$ cat config.mk
export PLATFORM = sky130hd
export DESIGN_NAME = mem_bist_ctrl_flat
export DESIGN_NICKNAME = d
export VERILOG_FILES = /design/src/rtl/mem_bist_ctrl_if.sv /design/src/rtl/mem_bist_ctrl.sv /design/src/flat_wrapper.sv
export SDC_FILE = /design/constraint.sdc
export NUM_CORES = 1
export LEC_CHECK = 0
export ABC_CLOCK_PERIOD_IN_PS = 2900
export CORE_UTILIZATION = 40
export DETAILED_ROUTE_END_ITERATION = 6
export GPL_TIMING_DRIVEN = 0
export PLACE_DENSITY = 0.67
export REMOVE_ABC_BUFFERS = 1
export SETUP_SLACK_MARGIN = 0.1
export SYNTH_ARGS = -nofsm -noshare
export SYNTH_HDL_FRONTEND = slang
export SYNTH_SLANG_ARGS = --single-unit
export TNS_END_PERCENT = 5
$ cat constraint.sdc
create_clock -name clk -period 2.9 [get_ports clk]
set_input_delay 0.58 -clock clk [delete_from_list [all_inputs] [get_ports clk]]
set_output_delay 0.58 -clock clk [all_outputs]
set_load 0.05 [all_outputs]
$ cat src/rtl/mem_bist_ctrl_if.sv
// Memory-side bus between the BIST controller (master) and a 16x8 memory
// whose read data is registered (valid one cycle after the address).
interface mem_bist_ctrl_if;
   logic       mem_write_enable;
   logic [7:0] mem_write_data;
   logic [3:0] mem_address;
   logic [7:0] mem_read_data;

   modport master (
      output mem_write_enable,
      output mem_write_data,
      output mem_address,
      input  mem_read_data
   );

   modport slave (
      input  mem_write_enable,
      input  mem_write_data,
      input  mem_address,
      output mem_read_data
   );
endinterface

$ cat src/rtl/mem_bist_ctrl.sv
// Write/read-back BIST for a 16x8 memory: writes seed XOR {a,~a} to every
// address, reads it back, and reports pass, mismatch count and first bad address.
module mem_bist_ctrl (
   input  logic                   clk,
   input  logic                   rst,
   input  logic                   start,
   input  logic [7:0]             seed,
   mem_bist_ctrl_if.master        mem,
   output logic                   busy,
   output logic                   done,
   output logic                   pass,
   output logic [4:0]             err_count,
   output logic [3:0]             first_err_addr
);

   typedef enum logic [1:0] {
      IDLE       = 2'd0,
      WRITE      = 2'd1,
      READ       = 2'd2,
      CHECK_LAST = 2'd3
   } state_e;

   state_e     state_q, state_d;
   logic [7:0] seed_q, seed_d;
   logic [3:0] addr_q, addr_d;
   logic       we_q, we_d;
   logic [7:0] wdata_q, wdata_d;
   logic       busy_q, busy_d;
   logic       done_q, done_d;
   logic       pass_q, pass_d;
   logic [4:0] err_count_q, err_count_d;
   logic [3:0] first_err_q, first_err_d;

   logic       cmp_en_s;
   logic [3:0] cmp_addr_s;
   logic       mismatch_s;

   function automatic logic [7:0] pattern(input logic [7:0] s, input logic [3:0] a);
      return s ^ {a, ~a};
   endfunction

   // Read data lags the issued address by one cycle, so compare against the previous address.
   always_comb begin
      cmp_en_s   = 1'b0;
      cmp_addr_s = 4'd0;
      case (state_q)
         READ: begin
            cmp_en_s   = (addr_q != 4'd0);
            cmp_addr_s = addr_q - 4'd1;
         end
         CHECK_LAST: begin
            cmp_en_s   = 1'b1;
            cmp_addr_s = 4'd15;
         end
         default: begin
            cmp_en_s   = 1'b0;
            cmp_addr_s = 4'd0;
         end
      endcase
      if (cmp_en_s) begin
         mismatch_s = (mem.mem_read_data != pattern(seed_q, cmp_addr_s));
      end else begin
         mismatch_s = 1'b0;
      end
   end

   // State register and all registered outputs.
   always_ff @(posedge clk) begin
      if (rst) begin
         state_q     <= IDLE;
         seed_q      <= 8'd0;
         addr_q      <= 4'd0;
         we_q        <= 1'b0;
         wdata_q     <= 8'd0;
         busy_q      <= 1'b0;
         done_q      <= 1'b0;
         pass_q      <= 1'b0;
         err_count_q <= 5'd0;
         first_err_q <= 4'd0;
      end else begin
         state_q     <= state_d;
         seed_q      <= seed_d;
         addr_q      <= addr_d;
         we_q        <= we_d;
         wdata_q     <= wdata_d;
         busy_q      <= busy_d;
         done_q      <= done_d;
         pass_q      <= pass_d;
         err_count_q <= err_count_d;
         first_err_q <= first_err_d;
      end
   end

   // Next-state logic.
   always_comb begin
      state_d = state_q;
      case (state_q)
         IDLE: begin
            if (start) begin
               state_d = WRITE;
            end else begin
               state_d = IDLE;
            end
         end
         WRITE: begin
            if (addr_q == 4'd15) begin
               state_d = READ;
            end else begin
               state_d = WRITE;
            end
         end
         READ: begin
            if (addr_q == 4'd15) begin
               state_d = CHECK_LAST;
            end else begin
               state_d = READ;
            end
         end
         CHECK_LAST: begin
            state_d = IDLE;
         end
         default: begin
            state_d = IDLE;
         end
      endcase
   end

   // Next values of the registered outputs and the captured seed.
   always_comb begin
      seed_d      = seed_q;
      addr_d      = 4'd0;
      we_d        = 1'b0;
      wdata_d     = 8'd0;
      busy_d      = busy_q;
      done_d      = 1'b0;
      pass_d      = pass_q;
      err_count_d = err_count_q;
      first_err_d = first_err_q;

      // Addresses are checked in ascending order, so the first mismatch is the lowest.
      if (mismatch_s) begin
         err_count_d = err_count_q + 5'd1;
         if (err_count_q == 5'd0) begin
            first_err_d = cmp_addr_s;
         end else begin
            first_err_d = first_err_q;
         end
      end else begin
         err_count_d = err_count_q;
         first_err_d = first_err_q;
      end

      case (state_q)
         IDLE: begin
            if (start) begin
               seed_d      = seed;
               busy_d      = 1'b1;
               pass_d      = 1'b0;
               err_count_d = 5'd0;
               first_err_d = 4'd0;
               we_d        = 1'b1;
               addr_d      = 4'd0;
               wdata_d     = pattern(seed, 4'd0);
            end else begin
               busy_d = 1'b0;
            end
         end
         WRITE: begin
            if (addr_q == 4'd15) begin
               addr_d  = 4'd0;
               we_d    = 1'b0;
               wdata_d = 8'd0;
            end else begin
               addr_d  = addr_q + 4'd1;
               we_d    = 1'b1;
               wdata_d = pattern(seed_q, addr_q + 4'd1);
            end
         end
         READ: begin
            if (addr_q == 4'd15) begin
               addr_d = 4'd0;
            end else begin
               addr_d = addr_q + 4'd1;
            end
         end
         CHECK_LAST: begin
            busy_d = 1'b0;
            done_d = 1'b1;
            pass_d = (err_count_d == 5'd0);
         end
         default: begin
            busy_d = 1'b0;
         end
      endcase
   end

   assign mem.mem_write_enable = we_q;
   assign mem.mem_write_data   = wdata_q;
   assign mem.mem_address      = addr_q;
   assign busy                 = busy_q;
   assign done                 = done_q;
   assign pass                 = pass_q;
   assign err_count            = err_count_q;
   assign first_err_addr       = first_err_q;

endmodule

$ cat src/flat_wrapper.sv
// flat-port wrapper written by rule: the top's interface ports become plain ports
module mem_bist_ctrl_flat 
  (clk, rst, start, seed, busy, done, pass, err_count, first_err_addr, mem_mem_write_enable, mem_mem_write_data, mem_mem_address, mem_mem_read_data);
  mem_bist_ctrl_if mem_i ();
  input  logic clk;
  input  logic rst;
  input  logic start;
  input  logic [7:0] seed;
  output logic busy;
  output logic done;
  output logic pass;
  output logic [4:0] err_count;
  output logic [3:0] first_err_addr;
  output wire logic [$bits(mem_i.mem_write_enable)-1:0] mem_mem_write_enable;
  output wire logic [$bits(mem_i.mem_write_data)-1:0] mem_mem_write_data;
  output wire logic [$bits(mem_i.mem_address)-1:0] mem_mem_address;
  input wire logic [$bits(mem_i.mem_read_data)-1:0] mem_mem_read_data;
  assign mem_mem_write_enable = mem_i.mem_write_enable;
  assign mem_mem_write_data = mem_i.mem_write_data;
  assign mem_mem_address = mem_i.mem_address;
  assign mem_i.mem_read_data = mem_mem_read_data;
  mem_bist_ctrl u_core (.clk(clk), .rst(rst), .start(start), .seed(seed), .mem(mem_i), .busy(busy), .done(done), .pass(pass), .err_count(err_count), .first_err_addr(first_err_addr));
endmodule
Fig. 1: run 1, congestion heat map
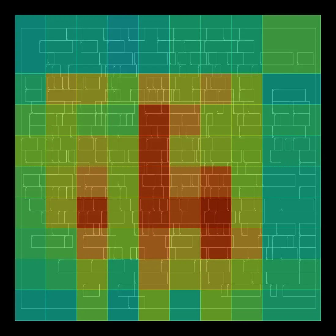
met1 layer usage reported by global route: 23.57%
mean routed wirelength per cell: 12.74 µm

Fig. 2: run 1, close-up of the layout
Region (14, 28) to (54, 68) µm. Cells in grey, sequential cells in the stronger grey; small squares are vias.
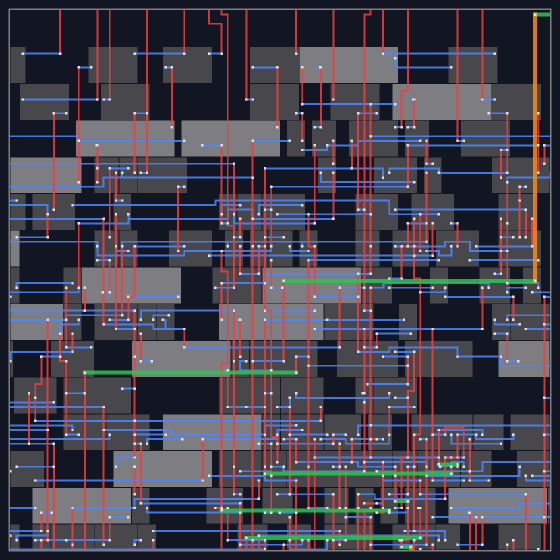
Key: green = M3; orange = M4; red = M2; blue = M1
116 logic cells have their middle in the window. Netlist names of flops here include `u_core.seed_q` (5), `u_core.mem.mem_address` (4), `u_core.mem.mem_write_data` (4). Sequential cells in the window: 15. Most frequent: nand2_1 (16), clkdlybuf4s50_1 (15), dfxtp_1 (14).

==> Table 3: Implementation characteristics, run 1 <==
Summary of implementation characteristics

Parameter                              Value

Status
  Result of the run .................. finished, final reports clean

Min path
  Count of cells along the worst hold path .................. 2

Power
  Part of the power in registers .................. 49.1%
  Combinational group power .................. 0.194 mW
  Total power after layout .................. 1.050 mW
  Internal power .................. 0.7453 mW
  Comb pwr share .................. 18.5%

Global routing
  Total grt overflow .................. 0
  Overall routing resource usage .................. 18.21%
  Met3 usage in global routing .................. 4.667%
  Number of antenna violations at the first check in global routing .................. 0

Yosys
  Most common reg cell .................. dfxtp_1
  Aoi share .................. 13.68%
  Cell count after synthesis .................. 204
  Mapped Area .................. 1755 µm²
  FA/HA/MAJ Cells, Area Fraction .................. 5.702%
  Syn_area_per_cell .................. 8.605 µm²

Final layout
  Antenna cells .................. 0
  Area growth, synth to finish .................. 30.93%
  Register fraction of the total cell area .................. 30.54%
  Core utilization of the finished layout .................. 55.85%
  Non-clock buffers, area share .................. 18.73%
  Total number of nets in the final design .................. 274

Floorplan
  Width of the chip .................. 68.25 µm
  Number of core rows .................. 23
  Well-tap cell count .................. 50
  Die outline height .................. 68.25 µm

STA
  Post-route clock period utilization .................. 86.79%
  Number of endpoints with negative hold slack in the final report .................. 0

Clock network
  Worst-Skew Late Latency .................. 0.28 ns
  CTS-repair resized insts .................. 0
  CTS Buffer Depth .................. 2
  H-tree lvl count .................. 2

Critical path
  Startpoint of the lowest-slack register-to-register path .................. u_core.mem.mem_address[0]
  Endpoint type of the worst setup path .................. flop
  Buf/Inv on CP .................. 1

Run
  Number of violations of the max-capacitance limit .................. 0
  OpenROAD warning count .................. 30

Placed design
  Quantity of I/O buffers inserted on ports .................. 43
Fig. 3: run 1, gate-type map
Drawn at 6 px/µm.
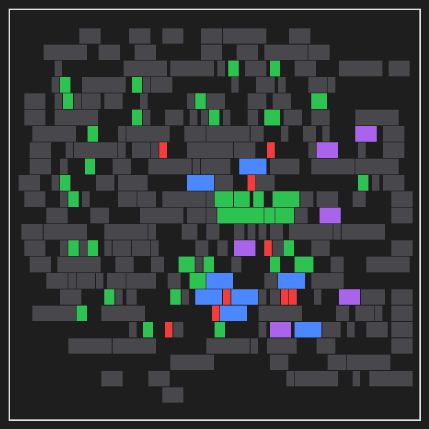
Key: green = aoi and oai cells [cells 35, most used a21oi_1]; purple = mux cells [cells 6, most used mux2i_1]; red = inv cells [cells 9, most used inv_1]; blue = fa/ha/maj cells [cells 8, most used ha_1]
tally of non-filler cells in the final layout: 298
most frequent standard cell in the layout excluding fill and tap cells: clkdlybuf4s50_1
share of the final layout cell area in multi-input gates: 42.90%

Fig. 4: run 1, the metal 2 layer
Drawn at 4 px/µm.
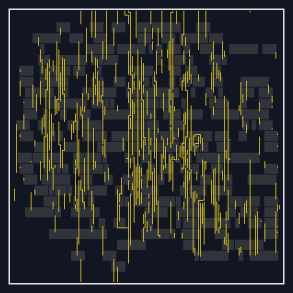

==> run 2, diff against run 1 <==
--- a/config.mk
+++ b/config.mk
@@ -6,10 +6,13 @@
 export NUM_CORES = 1
 export LEC_CHECK = 0
 export ABC_CLOCK_PERIOD_IN_PS = 2900
+export CORE_MARGIN = 4
 export CORE_UTILIZATION = 40
+export CTS_CLUSTER_DIAMETER = 200
 export DETAILED_ROUTE_END_ITERATION = 6
 export GPL_TIMING_DRIVEN = 0
 export PLACE_DENSITY = 0.67
+export RECOVER_POWER = 25
 export REMOVE_ABC_BUFFERS = 1
 export SETUP_SLACK_MARGIN = 0.1
 export SYNTH_ARGS = -nofsm -noshare
Fig. 5: run 2, the metal 2 layer
Drawn at 4 px/µm.
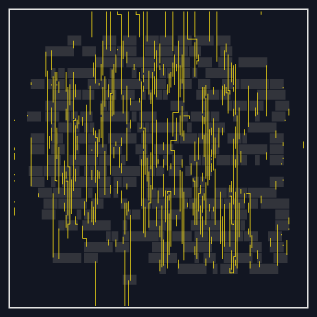
The longest straight run is 38.1 µm. The layer holds 46% of the routed length. 214 nets have wire on it. The layer carries 1,790 µm of wire.
global routing met2 resource utilization: 25.49%
WL final: 3936 µm
via count: 1,449

Fig. 6: run 2, gate-type map
Drawn at 6 px/µm.
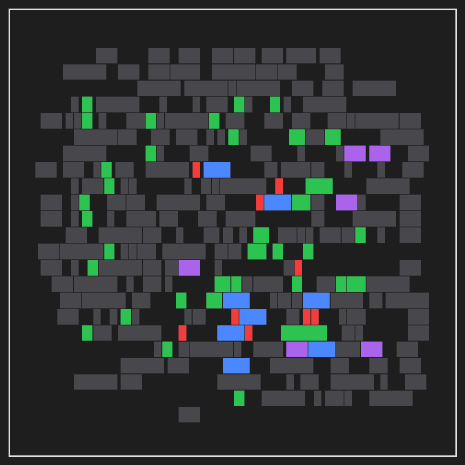
Key: red = inv cells [cells 9, most used inv_1]; purple = mux cells [cells 6, most used mux2i_1, where east]; blue = fa/ha/maj cells [cells 8, most used ha_1]; green = aoi and oai cells [cells 35, most used a21oi_1]
share of the final layout cell area in multi-input gates: 42.59%

Fig. 7: run 2, sequential cells coloured by netlist name
Drawn at 6 px/µm. Other sequential cells in the stronger grey, the rest of the logic in the fainter grey.
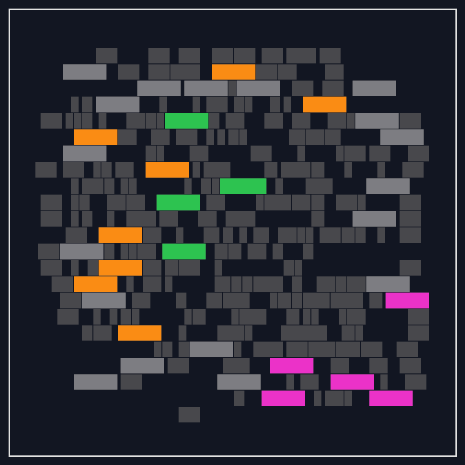
Key: orange = `u_core.seed_q` [placed flops 8]; green = `u_core.mem.mem_address` [placed flops 4, where centre]; magenta = `u_core.err_count` [placed flops 5, where south-east]
Another 18 sequential cells are not coloured.
sequential cell power: 0.516 mW
core utilization of the finished layout: 56.25%
area of all sequential standard cells: 701.9 µm²
register fraction of the total cell area: 30.32%

==> run 2 against run 1 <==
Highest routed layer unchanged; largest cell class unchanged; worst setup slack improved by 0.037 ns; sequential share of layout area decreased by 0.21 points; total power increased by 4.3%; hold slack improved by 0.0029 ns; largest power group unchanged; maximum frequency increased by 1.5%; via count decreased by 1.9%.
==> Table 3: Implementation characteristics, run 2 <==
Summary of implementation characteristics

Parameter                              Value

Status
  Result of the run .................. finished, final reports clean

Critical path
  Startpoint of the lowest-slack register-to-register path .................. u_core.mem.mem_address[0]
  Endpoint of the lowest-slack register-to-register path .................. u_core.pass
  Slowest stage delay, CP .................. 0.44 ns
  CP max-delay cell .................. dfxtp_2
  Endpoint type of the worst setup path .................. flop
  Critical Path Source .................. u_core.mem.mem_address[0]
  Buf/Inv on CP .................. 1 (unchanged)
  R2r setup slk .................. 0.42 ns

Yosys
  Most common reg cell .................. dfxtp_1
  Mapped Area .................. 1755 µm² (unchanged)
  Area fraction in mux cells .................. 3.421%
  Syn_area_per_cell .................. 8.605 µm² (unchanged)
  Simple logic cell fraction of the synthesized area .................. 21.38%
  Number of distinct standard cells referenced by the synthesized netlist .................. 38
  FA/HA/MAJ Cells, Area Fraction .................. 5.702% (unchanged)
  Aoi share .................. 13.68% (unchanged)
  Cell count after synthesis .................. 204 (unchanged)

Final layout
  Total number of nets in the final design .................. 274 (unchanged)
  Area growth, synth to finish .................. 31.86%
  Most frequent standard cell in the layout excluding fill and tap cells .................. clkdlybuf4s50_1
  Non-clock buffers, area share .................. 18.59% (-0.13 points)
  Tally of non-filler cells in the final layout .................. 298 (unchanged)
  Fraction of layout instances using a drive strength above 1 .................. 5.242%
  Antenna cells .................. 0 (unchanged)

STA
  Number of endpoints with negative hold slack in the final report .................. 0 (unchanged)
  Post-route clock period utilization .................. 85.51% (-1.3 points)
  Endpoints failing setup .................. 0

Floorplan
  Die outline height .................. 74.25 µm (+8.8%)
  Width of the chip .................. 74.25 µm (+8.8%)
  Well-tap cell count .................. 50 (unchanged)
  Number of core rows .................. 23 (unchanged)
  Number of top-level design ports .................. 44

Clock network
  Worst-Skew Late Latency .................. 0.28 ns (about the same)
  CTS Buffer Depth .................. 2 (unchanged)
  Clock Pin Slew Worst Setup and Hold Paths .................. 0.07 ns
  CTS tree .................. built
  CTS-repair resized insts .................. 0 (unchanged)
  CTS Root Buffer Type .................. clkbuf_8
  H-tree lvl count .................. 2 (unchanged)

Power
  Part of the power in registers .................. 47.1% (-2.0 points)
  Clock network power .................. 0.385 mW
  Combinational group power .................. 0.193 mW (about the same)
  Internal power .................. 0.7975 mW (+7.0%)
  Leakage dissipation .................. 0.9096 nW
  Total power after layout .................. 1.095 mW (+4.3%)
  NetSw .................. 0.2971 mW
  Comb pwr share .................. 17.7% (-0.8 points)
  Largest Pwr Group .................. registers

Placed design
  Last weighted congestion value of the routability-driven placer .................. 0.7714
  Dpl hpwl .................. 3006 µm
  Quantity of I/O buffers inserted on ports .................. 43 (unchanged)

Global routing
  Total grt overflow .................. 0 (unchanged)
  Met3 usage in global routing .................. 4.324% (-0.34 points)
  Overall routing resource usage .................. 15.81% (-2.4 points)
  Met1 layer usage reported by global route .................. 20.48% (-3.1 points)
  Number of antenna violations at the first check in global routing .................. 0 (unchanged)

Detailed routing
  Mean routed wirelength per cell .................. 13.21 µm (+3.7%)

Run
  Number of violations of the max-capacitance limit .................. 0 (unchanged)
  OpenROAD warning count .................. 30 (unchanged)

Min path
  Hold Crit Class .................. reg -> reg
  Count of cells along the worst hold path .................. 2 (unchanged)
Fig. 8: run 2, congestion heat map
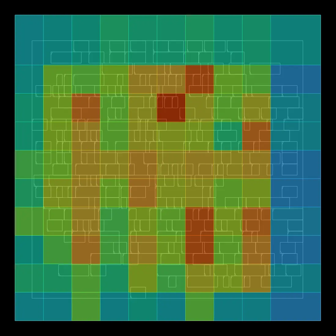

==> run 3, diff against run 2 <==
--- a/config.mk
+++ b/config.mk
@@ -14,7 +14,7 @@
 export PLACE_DENSITY = 0.67
 export RECOVER_POWER = 25
 export REMOVE_ABC_BUFFERS = 1
-export SETUP_SLACK_MARGIN = 0.1
+export SETUP_SLACK_MARGIN = 0.02
 export SYNTH_ARGS = -nofsm -noshare
 export SYNTH_HDL_FRONTEND = slang
 export SYNTH_SLANG_ARGS = --single-unit
Fig. 9: run 3, congestion heat map
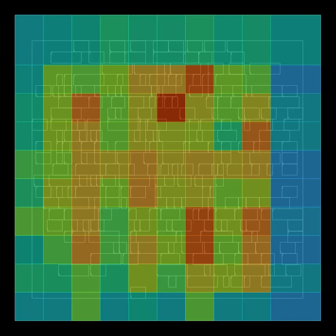
core utilization of the finished layout: 56.22%
most congested layer reported by global routing: met2
overall routing resource usage: 15.81%

Fig. 10: run 3, sequential cells coloured by netlist name
Drawn at 6 px/µm. Other sequential cells in the stronger grey, the rest of the logic in the fainter grey.
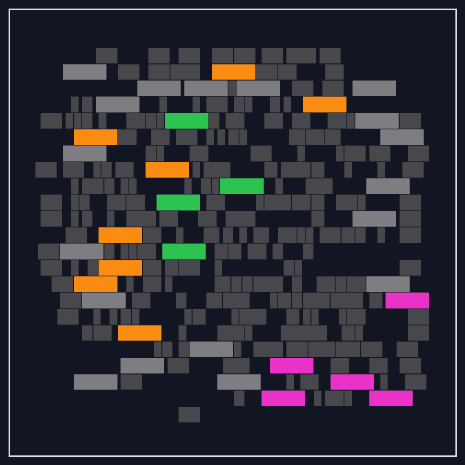
Key: magenta = `u_core.err_count` [placed flops 5, where south-east]; green = `u_core.mem.mem_address` [placed flops 4, where centre]; orange = `u_core.seed_q` [placed flops 8]
Another 18 sequential cells are not coloured.
register fraction of the total cell area: 30.29%
area of all sequential standard cells: 700.7 µm²

==> run 3 against run 2 <==
Largest cell class unchanged; final cell count unchanged; clock skew unchanged; highest routed layer unchanged; combinational power about the same; global-route usage unchanged; design area about the same; sequential share of layout area about the same; via count unchanged.
==> Table 3: Implementation characteristics, run 3 <==
Summary of implementation characteristics

Parameter                              Value

Clock network
  Clock sink count .................. 35
  Worst-Skew Late Latency .................. 0.28 ns (about the same)
  CTS Root Buffer Type .................. clkbuf_8
  H-tree lvl count .................. 2 (unchanged)
  CTS tree .................. built
  CTS-repair resized insts .................. 0 (unchanged)
  CTS Buffer Depth .................. 2 (unchanged)
  Clock Pin Slew Worst Setup and Hold Paths .................. 0.07 ns (about the same)

Global routing
  Total grt overflow .................. 0 (unchanged)
  Number of antenna violations at the first check in global routing .................. 0 (unchanged)
  Global routing met2 resource utilization .................. 25.49% (unchanged)
  Met1 layer usage reported by global route .................. 20.48% (unchanged)
  Met3 usage in global routing .................. 4.324% (unchanged)
  Via count of the first global-routing pass .................. 1,453

Placed design
  Placed cell count .................. 290
  Last weighted congestion value of the routability-driven placer .................. 0.7714 (unchanged)
  Dpl hpwl .................. 3006 µm (unchanged)
  DP Area .................. 2213 µm²
  Quantity of I/O buffers inserted on ports .................. 43 (unchanged)

Final layout
  Area growth, synth to finish .................. 31.79% (about the same)
  Fraction of layout instances using a drive strength above 1 .................. 4.839% (-0.40 points)
  Tally of non-filler cells in the final layout .................. 298 (unchanged)
  Area used by multi-input combinational logic .................. 985.9 µm²
  Non-clock buffers, area share .................. 18.60% (about the same)
  Total number of nets in the final design .................. 274 (unchanged)
  Top cell class by occupied area .................. multi-input combinational cells
  Fin area .................. 2313 µm²
  Clock buf/inv share .................. 4.327%
  Most frequent standard cell in the layout excluding fill and tap cells .................. clkdlybuf4s50_1
  Antenna cells .................. 0 (unchanged)

Detailed routing
  ANT nets after route .................. 0
  WL final .................. 3936 µm (unchanged)
  Via count .................. 1,449 (unchanged)
  Mean routed wirelength per cell .................. 13.21 µm (unchanged)
  Router iterations before antenna repair .................. 6

Critical path
  Endpoint type of the worst setup path .................. flop
  R2r setup slk .................. 0.29 ns (-0.13 ns)
  Slowest stage delay, CP .................. 0.54 ns (+0.10 ns)
  Buf/Inv on CP .................. 1 (unchanged)
  Gate family responsible for the most delay along the worst path .................. simple AND/OR/NAND/NOR gates
  Critical Path Source .................. u_core.mem.mem_address[0]
  CP max-delay cell .................. dfxtp_1
  Endpoint of the lowest-slack register-to-register path .................. u_core.pass
  Startpoint of the lowest-slack register-to-register path .................. u_core.mem.mem_address[0]
  Critical path capture point .................. u_core.pass

Yosys
  Area fraction in mux cells .................. 3.421% (unchanged)
  Cell count after synthesis .................. 204 (unchanged)
  Syn_area_per_cell .................. 8.605 µm² (unchanged)
  Aoi share .................. 13.68% (unchanged)
  Simple logic cell fraction of the synthesized area .................. 21.38% (unchanged)
  Mapped Area .................. 1755 µm² (unchanged)
  FA/HA/MAJ Cells, Area Fraction .................. 5.702% (unchanged)
  Most common reg cell .................. dfxtp_1
  Count of instantiated cells in the yosys netlist .................. 204
  Number of distinct standard cells referenced by the synthesized netlist .................. 38 (unchanged)

Power
  Largest Pwr Group .................. registers
  Comb pwr share .................. 17.7% (about the same)
  Part of the power in registers .................. 47.1% (about the same)
  Total power after layout .................. 1.094 mW (about the same)
  Combinational group power .................. 0.193 mW (about the same)
  Internal power .................. 0.7973 mW (about the same)
  Peak supply drop .................. 262.6 µV
  NetSw .................. 0.2971 mW (unchanged)
  Clock network power .................. 0.385 mW (about the same)
  Share of total power in the clock network .................. 35.2%
  Leakage dissipation .................. 0.9092 nW (about the same)
  Sequential cell power .................. 0.516 mW (about the same)

Run
  Number of violations of the max-capacitance limit .................. 0 (unchanged)
  OpenROAD warning count .................. 30 (unchanged)

Floorplan
  Core ar. .................. 4115 µm²
  Well-tap cell count .................. 50 (unchanged)
  Number of core rows .................. 23 (unchanged)
  Width of the chip .................. 74.25 µm (unchanged)
  Die outline height .................. 74.25 µm (unchanged)
  Number of top-level design ports .................. 44 (unchanged)

STA
  Number of slew-limit violations in the final report .................. 0
  Tightest Pin Transition .................. 0.7070 ns
  Endpoints failing setup .................. 0 (unchanged)
  Post-route clock period utilization .................. 89.87% (+4.4 points)
  Number of endpoints with negative hold slack in the final report .................. 0 (unchanged)

Min path
  Hold Crit Class .................. reg -> reg
  Count of cells along the worst hold path .................. 2 (unchanged)

Status
  Result of the run .................. finished, final reports clean
Fig. 11: run 3, gate-type map
Drawn at 6 px/µm.
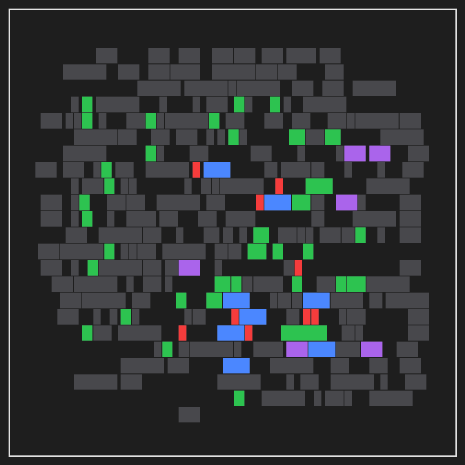
Key: red = inv cells [cells 9, most used inv_1]; green = aoi and oai cells [cells 35, most used a21oi_1]; blue = fa/ha/maj cells [cells 8, most used ha_1]; purple = mux cells [cells 6, most used mux2i_1, where east]
share of the final layout cell area in multi-input gates: 42.62%

Power is estimated from default activity; no workload was simulated.
